$ cat config.mk
export PLATFORM = sky130hd
export DESIGN_NAME = fetch_stage_flat
export DESIGN_NICKNAME = d
export VERILOG_FILES = /design/src/rtl/fetch_stage_if.sv /design/src/rtl/fetch_stage.sv /design/src/flat_wrapper.sv
export SDC_FILE = /design/constraint.sdc
export NUM_CORES = 1
export LEC_CHECK = 0
export CORE_UTILIZATION = 50
export CTS_CLUSTER_SIZE = 12
export DETAILED_ROUTE_END_ITERATION = 6
export GPL_TIMING_DRIVEN = 1
export PLACE_DENSITY_LB_ADDON = 0.05
export RECOVER_POWER = 50
export SYNTH_ARGS = -nofsm -noshare
export SYNTH_HDL_FRONTEND = slang
export SYNTH_SLANG_ARGS = --single-unit
$ cat constraint.sdc
create_clock -name clk -period 5.5 [get_ports clk]
set_input_delay 1.1 -clock clk [delete_from_list [all_inputs] [get_ports clk]]
set_output_delay 1.1 -clock clk [all_outputs]
set_load 0.05 [all_outputs]
$ cat src/rtl/fetch_stage_if.sv
// Fetch-stage bus: instruction-memory address/data, redirect request and the decode-facing valid/ready stream.
// The master side (fetch_stage) drives im_pc and the out_* stream; the slave side drives the rest.
interface fetch_stage_if #(
    parameter int unsigned PC_WIDTH = 16
);
    logic [PC_WIDTH-1:0] im_pc;
    logic [31:0]         im_instr;
    logic                redirect_valid;
    logic [PC_WIDTH-1:0] redirect_pc;
    logic                out_valid;
    logic                out_ready;
    logic [31:0]         out_instr;
    logic [PC_WIDTH-1:0] out_pc;
    logic [PC_WIDTH-1:0] out_pc_plus4;

    modport master (
        output im_pc, out_valid, out_instr, out_pc, out_pc_plus4,
        input  im_instr, redirect_valid, redirect_pc, out_ready
    );

    modport slave (
        input  im_pc, out_valid, out_instr, out_pc, out_pc_plus4,
        output im_instr, redirect_valid, redirect_pc, out_ready
    );
endinterface

$ cat src/rtl/fetch_stage.sv
// rv32i fetch: drives the IM PC, queues {pc, instr} in a DEPTH-entry FIFO toward decode, flushes on redirect.
// One edge from fetch to head; fetch PC stalls only when the FIFO is full and the head is not popped.
module fetch_stage #(
    parameter int unsigned         PC_WIDTH = 16,
    parameter logic [PC_WIDTH-1:0] RESET_PC = '0,
    parameter int unsigned         DEPTH    = 2
) (
    input logic           clk,
    input logic           rst,
    fetch_stage_if.master bus
);
    localparam int unsigned   PW       = $clog2(DEPTH);
    localparam int unsigned   CW       = $clog2(DEPTH + 1);
    localparam logic [PW-1:0] LAST_PTR = PW'(DEPTH - 1);
    localparam logic [CW-1:0] FULL_CNT = CW'(DEPTH);
    localparam logic [31:0]   NOP      = 32'h00000013;

    logic [PC_WIDTH-1:0] fetch_pc_q, fetch_pc_d;
    logic [PW-1:0]       wr_ptr_q, wr_ptr_d;
    logic [PW-1:0]       rd_ptr_q, rd_ptr_d;
    logic [CW-1:0]       count_q, count_d;
    logic [PC_WIDTH-1:0] pc_mem_q    [DEPTH];
    logic [31:0]         instr_mem_q [DEPTH];
    logic                head_vld, push, pop;

    assign head_vld = (count_q != '0);
    assign pop      = head_vld & bus.out_ready;
    assign push     = ~bus.redirect_valid & ((count_q < FULL_CNT) | pop);

    function automatic logic [PW-1:0] ptr_inc(input logic [PW-1:0] p);
        return (p == LAST_PTR) ? '0 : p + 1'b1;
    endfunction

    always_comb begin
        fetch_pc_d = fetch_pc_q;
        wr_ptr_d   = wr_ptr_q;
        rd_ptr_d   = rd_ptr_q;
        count_d    = count_q;
        if (bus.redirect_valid) begin
            // A same-cycle pop is still seen by decode; the flush drops it regardless.
            fetch_pc_d = {bus.redirect_pc[PC_WIDTH-1:2], 2'b00};
            wr_ptr_d   = '0;
            rd_ptr_d   = '0;
            count_d    = '0;
        end else begin
            if (push) begin
                fetch_pc_d = fetch_pc_q + PC_WIDTH'(4);
                wr_ptr_d   = ptr_inc(wr_ptr_q);
            end
            if (pop) begin
                rd_ptr_d = ptr_inc(rd_ptr_q);
            end
            if (push && !pop) begin
                count_d = count_q + 1'b1;
            end else if (pop && !push) begin
                count_d = count_q - 1'b1;
            end
        end
    end

    always_ff @(posedge clk or posedge rst) begin
        if (rst) begin
            fetch_pc_q <= RESET_PC;
            wr_ptr_q   <= '0;
            rd_ptr_q   <= '0;
            count_q    <= '0;
        end else begin
            fetch_pc_q <= fetch_pc_d;
            wr_ptr_q   <= wr_ptr_d;
            rd_ptr_q   <= rd_ptr_d;
            count_q    <= count_d;
        end
    end

    // Payload storage needs no reset: every output is masked by head_vld.
    always_ff @(posedge clk) begin
        if (push) begin
            pc_mem_q[wr_ptr_q]    <= fetch_pc_q;
            instr_mem_q[wr_ptr_q] <= bus.im_instr;
        end
    end

    assign bus.im_pc        = fetch_pc_q;
    assign bus.out_valid    = head_vld;
    assign bus.out_instr    = head_vld ? instr_mem_q[rd_ptr_q] : NOP;
    assign bus.out_pc       = head_vld ? pc_mem_q[rd_ptr_q] : '0;
    assign bus.out_pc_plus4 = head_vld ? pc_mem_q[rd_ptr_q] + PC_WIDTH'(4) : '0;
endmodule

$ cat src/flat_wrapper.sv
// flat-port wrapper written by rule: the top's interface ports become plain ports
module fetch_stage_flat 
#(
    parameter int unsigned         PC_WIDTH = 16,
    parameter logic [PC_WIDTH-1:0] RESET_PC = '0,
    parameter int unsigned         DEPTH    = 2
)
  (clk, rst, bus_im_pc, bus_out_valid, bus_out_instr, bus_out_pc, bus_out_pc_plus4, bus_im_instr, bus_redirect_valid, bus_redirect_pc, bus_out_ready);
  fetch_stage_if #(.PC_WIDTH(PC_WIDTH)) bus_i ();
  input logic clk;
  input logic rst;
  output wire logic [$bits(bus_i.im_pc)-1:0] bus_im_pc;
  output wire logic [$bits(bus_i.out_valid)-1:0] bus_out_valid;
  output wire logic [$bits(bus_i.out_instr)-1:0] bus_out_instr;
  output wire logic [$bits(bus_i.out_pc)-1:0] bus_out_pc;
  output wire logic [$bits(bus_i.out_pc_plus4)-1:0] bus_out_pc_plus4;
  input wire logic [$bits(bus_i.im_instr)-1:0] bus_im_instr;
  input wire logic [$bits(bus_i.redirect_valid)-1:0] bus_redirect_valid;
  input wire logic [$bits(bus_i.redirect_pc)-1:0] bus_redirect_pc;
  input wire logic [$bits(bus_i.out_ready)-1:0] bus_out_ready;
  assign bus_im_pc = bus_i.im_pc;
  assign bus_out_valid = bus_i.out_valid;
  assign bus_out_instr = bus_i.out_instr;
  assign bus_out_pc = bus_i.out_pc;
  assign bus_out_pc_plus4 = bus_i.out_pc_plus4;
  assign bus_i.im_instr = bus_im_instr;
  assign bus_i.redirect_valid = bus_redirect_valid;
  assign bus_i.redirect_pc = bus_redirect_pc;
  assign bus_i.out_ready = bus_out_ready;
  fetch_stage #(.PC_WIDTH(PC_WIDTH), .RESET_PC(RESET_PC), .DEPTH(DEPTH)) u_core (.clk(clk), .rst(rst), .bus(bus_i));
endmodule
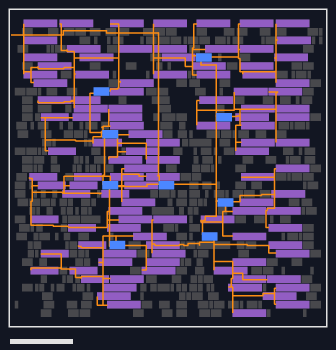
**Above:** run 1 (clock distribution).
Scale bar: 20 um.
Key: flip-flops = purple [count 110]; clock drivers = blue [count 9]; clock wires = orange [length 1,110 um]
There are 10 routed clock nets.

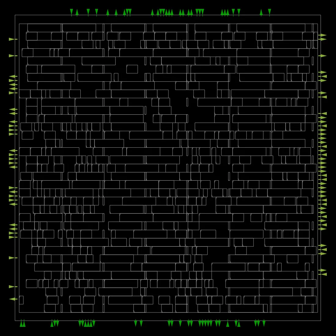
**Above:** run 1 (placement view).
post-route insts no fill: 621
Seq area share: 50.36%
fin util: 68.10%

==> deck_impl_summary.md, run 1 <==
Run Summary

Pwr
  – Share of power burned in registers: between 40% and 50%
  – Combinational share of power: between 20% and 30%
  – Part of the power in the clock network: 21.9%
  – Int Power: around 1.4 mW
  – Net switching power: about 720 uW

Critical path
  – CP delay by family, top: flip-flops
  – Worst Path Required: about 4.4 ns
  – Reg-to-reg setup timing slack: 2.16 ns
  – Setup crit start kind: register
  – Worst path depth: 7
  – Worst path arrival time: 3.59 ns
  – Worst r2r path cells: 4
  – FF-to-FF Start: u_core.count_q[1]
  – Setup crit end kind: output pin
  – R2r endpoint: u_core.instr_mem_q[0][13]
  – CP Class: reg2out
  – CP max FO: 38

Logic synthesis
  – Largest area contributor in the netlist: edfxtp_1
  – Netlist cell types: 46
  – Synthesis Warnings: 0
  – Synth Seq Share: 65.80%
  – Synth Cell Area: around 5000 um2
  – Yosys synthesis chip area: ~4900 um2
  – EDFF count, synth: ~90

Cells and area
  – Ant. Diodes: 0
  – Post-layout net count: 541
  – NonClk Buf Share: a little under 20%
  – Clock buffer count: 11
  – Sequential cells: 110
  – #MultiIn Comb: roughly 230
  – Logic area: between 1500 and 2000 um2
  – Register Area: 3214 um2
  – Largest cell class: sequential cells
  – Non-clk bufs: about 130

Clocking
  – Setup bufs post-CTS: 0
  – Deepest clock path buffer count: 2
  – H-tree levels: 3
  – Skew-Pair Late Insertion Delay: around 0.35 ns
  – CTS Buf Count: 9
  – Clock sinks: about 110

Routing
  – DR vias: about 3,300
  – First-pass detailed-route iteration total: 4
  – Vias per cell: approximately 5.2

Outcome
  – Failing checks: max-capacitance violations, max-slew violations
  – Status: finished with violations

Run
  – Total of max-cap violations: 1

STA
  – TNS Setup: 0 ns
  – Peak Freq: 213.3 MHz
  – # setup viols final: 0
  – Max Slew Vio Count: 25
  – Hold violation count in the final report: 0
  – Worst slew margin: -37.62%
  – Setup Skew: between 0.01 and 0.015 ns
  – Final Critical Period: approximately 4.7 ns

Hold path
  – Worst Hold Path EP: u_core.pc_mem_q[1][15]
  – Hold Path Origin: u_core.bus.im_pc[15]
  – HP Class: reg2reg
  – Hold path cells: 0

Global route
  – GR Util met3: between 3 and 4%
  – Largest net degree at the start of global routing: between 50 and 60
  – GR peak layer: met2
  – Vias in the first global route: a little over 3,000

Floorplanning
  – Die Y-Extent: between 100 and 150 um
  – Core area: between 9000 and 10,000 um2
  – I/O pin count: between 100 and 150
  – Die X: around 100 um

Place
  – PortBufs: between 100 and 150
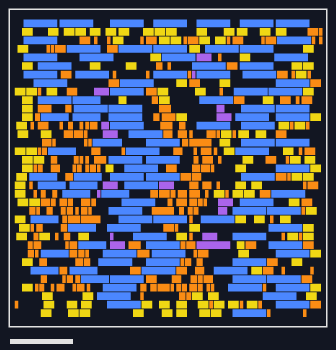
**Above:** run 1 (placed cells, one colour a class).
Scale bar: 20 um.
Key: flops = blue [cells 110, share of their area 52%]; other buffers and delay cells = yellow [cells 127, share of their area 20%]; combinational and other logic = orange [cells 239, share of their area 25%]; clock drivers and dummy loads = purple [cells 16, share of their area 3.0%]

run 1: cells in the mapped netlist, drive strengths merged (2+ instances only):
cell type	n
edfxtp	92
nor2	62
mux2i	44
dfrtp	18
nand2	17
buf	14
o21ai	11
clkbuf	9
nand3	9
a31oi	7
and2	6
nor3	6
xor2	6
a21oi	5
inv	5
mux2	5
nand4	5
xnor2	5
nor4	4
or3	4
or4	4
nand3b	3
o31ai	3
a22o	2
a311oi	2
and3	2
clkinv	2
ha	2
o31a	2
run 1: stage by stage:
stage / hold WS [ns] / area [um2]
floorplan: 0.5243 / 4902
global placement: 0.5113 / 6201
detailed placement: 0.5151 / 6201
CTS: 0.5378 / 6390
global route: 0.5602 / 6382
finish: 0.5367 / 6382
run 1: kinds of logic (layout without fill, tap and decap cells):
family	Yosys count	in the layout	synth area share, %
multiplexers	49	49	10.17
buffers and inverters	30	150	3.433
AND/OR/NAND/NOR	126	126	12.96
AND-OR/OR-AND	38	38	5.073
adder cells (fa/ha/maj)	2	2	0.5123
flip-flops	110	110	65.80
XOR/XNOR	11	11	1.973
other	1	6	0.07679
run 1: power groups by stage:
stage,combinational [mW],sequential [mW],clock (mW)
after CTS,0.642,1.03,0.477
final,0.627,1.03,0.465
after global routing,0.663,1.04,0.510
after global placement,0.633,1.05,0
after detailed placement,0.640,1.05,0
after floorplan,0.407,1.07,0
run 1: state kept, by name (all words and copies together), names as in the netlist:
| register | cells |
|---|---|
| u_core.rd_ptr_q | 1 |
| u_core.instr_mem_q | 64 |
| u_core.count_q | 2 |
| u_core.pc_mem_q | 28 |
| u_core.wr_ptr_q | 1 |
| u_core.bus.im_pc | 14 |
run 1: layer usage:
metal	part of all wire (%)	up-vias
met1	44	1539
met5	0	-
li1	-	1585
met3	5.5	16
met2	48	114
met4	2.3	0
==> run 2, diff against run 1 <==
==> constraint.sdc (replaced) <==
create_clock -name clk -period 5.9 [get_ports clk]
set_input_delay 1.18 -clock clk [delete_from_list [all_inputs] [get_ports clk]]
set_output_delay 1.18 -clock clk [all_outputs]
set_load 0.05 [all_outputs]
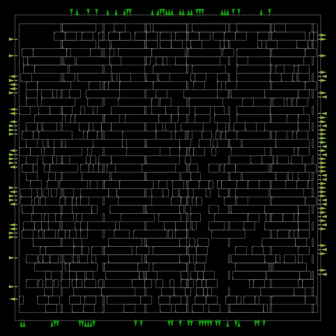
**Above:** run 2 (placement view).
Seq area share: 50.40%
fin util: 68.05%

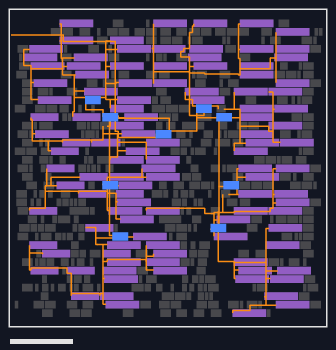
**Above:** run 2 (clock distribution).
Scale bar: 20 um.
Key: clock wires = orange [length 1,050 um]; flip-flops = purple [count 110]; clock drivers = blue [count 9]
Position of the flops: all over the die. There are 10 routed clock nets.
clk pwr: 416 uW
Skew-Pair Late Insertion Delay: 0.36 ns
part of the power in the clock network: 21.2%
Setup Skew: 0.01085 ns

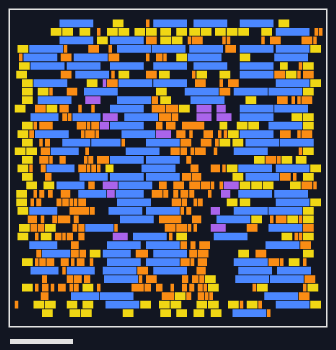
**Above:** run 2 (placed cells, one colour a class).
Scale bar: 20 um.
Key: combinational and other logic = orange [cells 239, share of their area 25%]; clock drivers and dummy loads = purple [cells 16, share of their area 3.0%]; other buffers and delay cells = yellow [cells 127, share of their area 20%]; flops = blue [cells 110, share of their area 52%]
post-route cell area: 6377 um2
Rows: 35
core area: 9371 um2

==> run 2 against run 1 <==
  * The run still ends with max-capacitance violations, max-slew violations left
  * Sequential cell count stayed put
  * Sequential share of layout area about the same
  * Design area is essentially flat
  * Clock power fell by 11%
  * Critical path depth stayed put
  * Critical path type unchanged
  * Critical endpoint is now bus_out_pc_plus4[14]
  * Largest power group unchanged
==> deck_impl_summary.md, run 2 <==
Run Summary

Outcome
  – Status: finished with violations
  – Failing checks: max-capacitance violations, max-slew violations

Clocking
  – Resized cells post-CTS: 0
  – H-tree levels: 3
  – CTS Buf Count: 9
  – Deepest clock path buffer count: 2
  – Clock sinks: roughly 110
  – Setup bufs post-CTS: 0

Floorplanning
  – Die Y-Extent: about 100 um
  – Die X: a little over 100 um
  – Initial core utilization: 52.11%
  – I/O pin count: 133

Logic synthesis
  – Count leader, synth: edfxtp_1
  – Main logic family after synthesis: simple AND/OR/NAND/NOR gates
  – Synth Seq Share: 65.80%
  – EDFF count, synth: 92
  – Largest area contributor in the netlist: edfxtp_1
  – Xor/xnor share: between 1.5 and 2%
  – Synth cell count leaders: edfxtp_1, nor2_1, mux2i_1, dfrtp_1, nand2_1
  – Synth Cell Area: 4883 um2
  – Asr flop ratio synth: between 10% and 20%
  – Mux frac, synth: 10.17%
  – Ao+oa area frac: around 5%
  – Netlist cell types: 46
  – Adder Area Share: less than 1%
  – Synthesis Warnings: 0
  – Flops after synth: 110
  – Post-Synth Simple-Gate Area: 12.96%
  – Yosys synthesis chip area: 4883 um2

STA
  – Worst slew margin: -8.865%
  – Actual slew at the worst max-slew pin: 1.627 ns
  – Hold violation count in the final report: 0
  – # setup viols final: 0
  – Crit share post-route: around four fifths
  – Peak Freq: approximately 210 MHz
  – TNS Setup: 0 ns
  – Max Slew Vio Count: 20
  – Worst Hold Slack: roughly 0.54 ns
  – Final Critical Period: 4.823 ns

Critical path
  – R2r endpoint: u_core.pc_mem_q[0][3]
  – Setup crit end kind: output pin
  – Worst path arrival time: 3.64 ns
  – CP max FO: about 40
  – Worst r2r path cells: 4
  – FF-to-FF Start: u_core.count_q[1]
  – CP Class: reg2out
  – Worst Path Required: about 4.7 ns
  – Setup crit start kind: register
  – Reg-to-reg setup timing slack: approximately 2.8 ns

Cells and area
  – Logic area: 1528 um2
  – Post-route insts no fill: 621
  – Ant. Diodes: 0
  – Register Area: between 3000 and 4000 um2
  – Post-layout net count: 541
  – Top reg by flops: u_core.instr_mem_q
  – Top cells excl fill/tap: edfxtp_1, clkdlybuf4s50_1, nor2_1
  – Flip-flop count of the largest register after layout: between 60 and 70
  – P&R area growth vs syn: 30.59%

Pwr
  – Net switching power: ~680 uW
  – Combinational share of power: between 20% and 30%
  – Int Power: around 1.3 mW
  – VDD IR max: 0.0001774 V
  – Share of power burned in registers: between 40% and 50%
  – Sw Share: 34.79%

Routing
  – Vias per cell: between 5 and 6
  – First-pass detailed-route iteration total: 5
  – Final wirelength: 9476 um
  – DR vias: roughly 3,200

Global route
  – Initial antenna violation count: 0
  – Vias in the first global route: between 3,000 and 4,000
  – First-pass GRT wire length: 14,520 um
  – Largest net degree at the start of global routing: ~53
  – Gr ovfl total: 0

Hold path
  – Hold path cells: 0
  – Hold Path Origin: u_core.bus.im_pc[15]
  – Worst Hold Path EP: u_core.pc_mem_q[1][15]
  – HP Class: reg2reg

Place
  – RD Place Congestion: ~0.85
  – PortBufs: about 120
  – Placed cell areas: between 6000 and 7000 um2

Run
  – Total of max-cap violations: 1
## run 2: cells by family after synthesis
kind of cell	count (synthesis)
adder cells (fa/ha/maj)	2
buffers and inverters	30
multiplexers	49
AND/OR/NAND/NOR	126
flip-flops	110
other	1
XOR/XNOR	11
AND-OR/OR-AND	38
## run 2: worst max-delay path by stage
stage / from / end / slack, ns / depth (start not counted)
after CTS: u_core.rd_ptr_q / bus_out_pc_plus4[12] / 1.06 / 7
after detailed placement: u_core.rd_ptr_q / bus_out_pc_plus4[12] / 1.45 / 7
after global placement: u_core.rd_ptr_q / bus_out_pc_plus4[12] / 1.47 / 7
final: u_core.rd_ptr_q / bus_out_pc_plus4[14] / 1.08 / 7
after global routing: u_core.rd_ptr_q / bus_out_pc_plus4[14] / 0.85 / 7
after floorplan: bus_redirect_valid / u_core.instr_mem_q[0][0] / 1.69 / 5
## run 2: final cells by class
class                           instances  area share [%]
Inverter                                7          0.4120
Timing Repair Buffer                  127           19.82
Tap cell                              129           2.531
Clock inverter                          5          0.6671
Sequential cell                       110           50.40
Clock buffer                           11           2.217
Multi-Input combinational cell        232           23.96
## run 2: worst max-delay path: stages (launching register included)
cell and delay (ns):
dfrtp_2 1.01, mux2_2 0.34, ha_1 0.20, inv_1 0.09, a211o_1 0.36, o31a_1 0.30
nor3_1 0.14, clkdlybuf4s50_1 0.84
## run 2: per-layer routing
layer	track usage, %	share of wire [%]
met5	0	0
met4	7.246	1.8
met2	30.82	48
met3	3.190	5.1
met1	25.05	45
## run 2: power groups by stage
stage	clock, mW	combinational (mW)	sequential (mW)
finish	0.416	0.582	0.963
global route	0.453	0.615	0.970
CTS	0.425	0.596	0.962
detailed placement	0	0.595	0.980
global placement	0	0.590	0.976
floorplan	0	0.380	0.993
==> run 3, diff against run 2 <==
--- a/config.mk
+++ b/config.mk
@@ -5,7 +5,7 @@
 export SDC_FILE = /design/constraint.sdc
 export NUM_CORES = 1
 export LEC_CHECK = 0
-export CORE_UTILIZATION = 50
+export CORE_UTILIZATION = 44
 export CTS_CLUSTER_SIZE = 12
 export DETAILED_ROUTE_END_ITERATION = 6
 export GPL_TIMING_DRIVEN = 1
==> constraint.sdc (replaced) <==
create_clock -name clk -period 4.34 [get_ports clk]
set_input_delay 0.868 -clock clk [delete_from_list [all_inputs] [get_ports clk]]
set_output_delay 0.868 -clock clk [all_outputs]
set_load 0.05 [all_outputs]
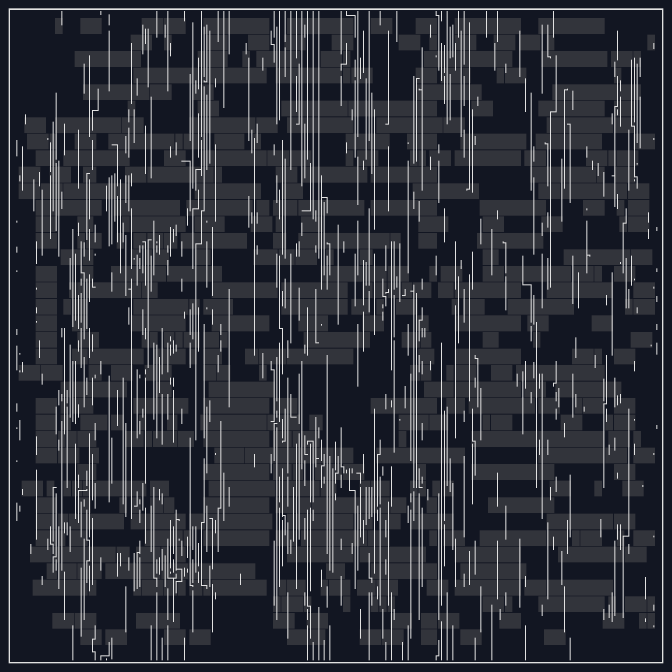
**Above:** run 3 (met2 routing).
Cells faint in the background.
456 nets have wire on it. The longest straight run is 43.2 um. The layer carries 4,840 um of wire.
met2 GRT Util: 29.26%
final wirelength: 9958 um
DR vias: 3,272

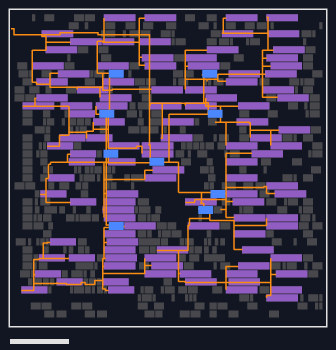
**Above:** run 3 (clock distribution).
Scale bar: 20 um.
Key: flip-flops = purple [count 110]; clock wires = orange [length 1,120 um]; clock drivers = blue [count 9]
There are 10 routed clock nets. Position of the flops: all over the die.
part of the power in the clock network: 20.4%
Setup Skew: 0.01540 ns
clk pwr: 538 uW

==> run 3 against run 2 <==
  * The run ends with design-rule violations left
  * Global-route usage decreased by 0.90 points
  * First-iteration DRC count increased by 34%
  * Hold slack improved by 0.0071 ns
  * Area after synthesis unchanged
  * Setup slack got worse by 0.84 ns
  * Sequential cell count unchanged
  * Design area increased by 0.25%
  * Critical path depth decreased by 2
  * Sequential share of layout area decreased by 0.13 points
  * Critical endpoint is now bus_out_pc_plus4[15]
  * Die area increased by 13%
==> deck_impl_summary.md, run 3 <==
Run Summary

Critical path
  – Setup crit start kind: register
  – Crit-path max cell delay: around 0.76 ns
  – Cell Chain, Critical Path: nand3_1 > a22o_1 > nor4_1 > mux2_2 > clkdlybuf4s50_1
  – CP delay by family, top: flip-flops
  – R2r endpoint: u_core.instr_mem_q[1][3]
  – Critical Path Start: u_core.rd_ptr_q
  – Worst path arrival time: between 3 and 4 ns
  – Worst Path Required: about 3.5 ns
  – Critical-path top delay cell: dfrtp_2
  – CP max FO: 28
  – Setup crit end kind: output pin
  – FF-to-FF Start: u_core.count_q[1]
  – Reg-to-reg setup timing slack: 1.92 ns
  – Worst path depth: 5
  – CP Capture Point: bus_out_pc_plus4[15]
  – Number of buffers and inverters on the critical path: 1

Pwr
  – Net switching power: roughly 920 uW
  – Top pwr grp: registers
  – Share of power burned in registers: between 40% and 50%
  – Sequential power: about 1.3 mW
  – VDD IR max: ~0.00019 V
  – Logic power comb: 803 uW
  – Combinational share of power: between 30% and 40%

Clocking
  – CTS tree: done
  – CTS Buf Count: 9
  – Skew-Pair Late Insertion Delay: 0.36 ns
  – Deepest clock path buffer count: 2
  – Resized cells post-CTS: 0
  – Setup bufs post-CTS: 0
  – Clock sinks: ~110
  – H-tree levels: 3

Logic synthesis
  – EDFF count, synth: 92
  – Asr flop ratio synth: 16.36%
  – Flops after synth: about 110
  – Synth Seq Share: 65.80%
  – Yosys synthesis chip area: around 5000 um2
  – Count leader, synth: edfxtp_1
  – Synth cell count leaders: edfxtp_1, nor2_1, mux2i_1, dfrtp_1, nand2_1
  – Largest area contributor in the netlist: edfxtp_1
  – Synthesis Warnings: 0
  – Netlist cell types: 46
  – Synth Cell Area: 4883 um2

Floorplanning
  – Core area: 10,840 um2
  – Die Y-Extent: between 100 and 150 um
  – Initial core utilization: roughly 45%
  – I/O pin count: between 100 and 150

STA
  – Peak Freq: about 240 MHz
  – # setup viols final: 0
  – Final Critical Period: a little over 4 ns
  – Crit share post-route: between 90% and 100%
  – Actual slew at the worst max-slew pin: around 1.3 ns
  – TNS Setup: 0 ns
  – Worst slew margin: ~16%
  – Hold violation count in the final report: 0
  – Max Slew Vio Count: 0

Hold path
  – Hold Path Origin: u_core.bus.im_pc[15]
  – HP Class: reg2reg
  – Worst Hold Path EP: u_core.pc_mem_q[1][15]
  – Hold path cells: 0

Place
  – RD Place Congestion: 0.7685
  – PortBufs: roughly 120

Global route
  – Gr ovfl total: 0
  – Largest net degree at the start of global routing: approximately 52
  – First-pass GRT wire length: 15,680 um
  – Vias in the first global route: about 3,200

Cells and area
  – Register Area: 3214 um2
  – Ant. Diodes: 0
  – Flip-flop count of the largest register after layout: between 60 and 70
  – Post-route insts no fill: 636
  – Top reg by flops: u_core.instr_mem_q
  – P&R area growth vs syn: 30.92%
  – Post-layout net count: approximately 550
  – Logic area: 1535 um2

Routing
  – Vias per cell: just over 5
  – DR DRC count: 1
  – First-pass detailed-route iteration total: 6

Outcome
  – Status: finished with violations
  – Failing checks: design-rule violations

Run
  – Total of max-cap violations: 0
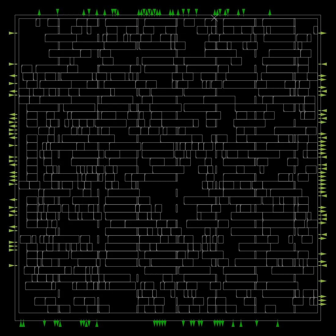
**Above:** run 3 (placement view).
Rows: 38
sequential cells: 110

-- run 3: cell types whose count changed in the layout (fill, tap and decap cells not counted), sizes merged --
cell	previous run	this run
buf	3	10
clkinv	4	3
clkbuf	11	14
inv	7	6
clkdlybuf4s50	75	70
clkinvlp	1	2
-- run 3: layout make-up --
type,count,area share [%]
clock inverters,4,0.5088
multi-input cells,232,24.01
inverters,7,0.4110
well taps,140,2.740
repair buffers,131,19.94
clock buffers,12,2.114
flip-flops and latches,110,50.27
-- run 3: logic make-up (layout without fill, tap and decap cells) --
family	count (synthesis)	in the layout	share of synthesized area [%]
DFF	110	110	65.80
buffers and inverters	30	154	3.433
xor gates and xnor gates	11	11	1.973
adders and majority gates	2	2	0.5123
other	1	6	0.07679
muxes	49	49	10.17
AOI/OAI and AO/OA	38	38	5.073
and+or+nand+nor	126	126	12.96
-- run 3: routing by layer --
layer | track usage (%) | wire length, um | vias to the layer above
met2 | 29.26 | 4838 | 105
li1 | - | - | 1587
met4 | 6.262 | 86 | 0
met3 | 2.542 | 516 | 10
met1 | 24.32 | 4517 | 1570
met5 | 0 | 0 | -
-- run 3: metrics by stage --
step	setup slack [ns]	power, mW	hold slack [ns]	instance area, um2	util (%)
after global placement	0.6120	2.137	0.5315	6232	57.49
final	0.2359	2.642	0.5458	6394	58.98
after floorplan	0.4467	1.866	0.5243	4902	-
after global routing	0.02641	2.758	0.5669	6394	58.98
after detailed placement	0.5696	2.146	0.5360	6232	57.49
after CTS	0.1799	2.683	0.5484	6400	59.04
-- run 3: worst reg2reg max path, cell delays in order, from the launching register on --
cell and delay [ns]:
dfrtp_1 0.44, nand2b_1 0.39, and3_2 0.25, clkbuf_2 0.93
Power is estimated from default activity; no workload was simulated.
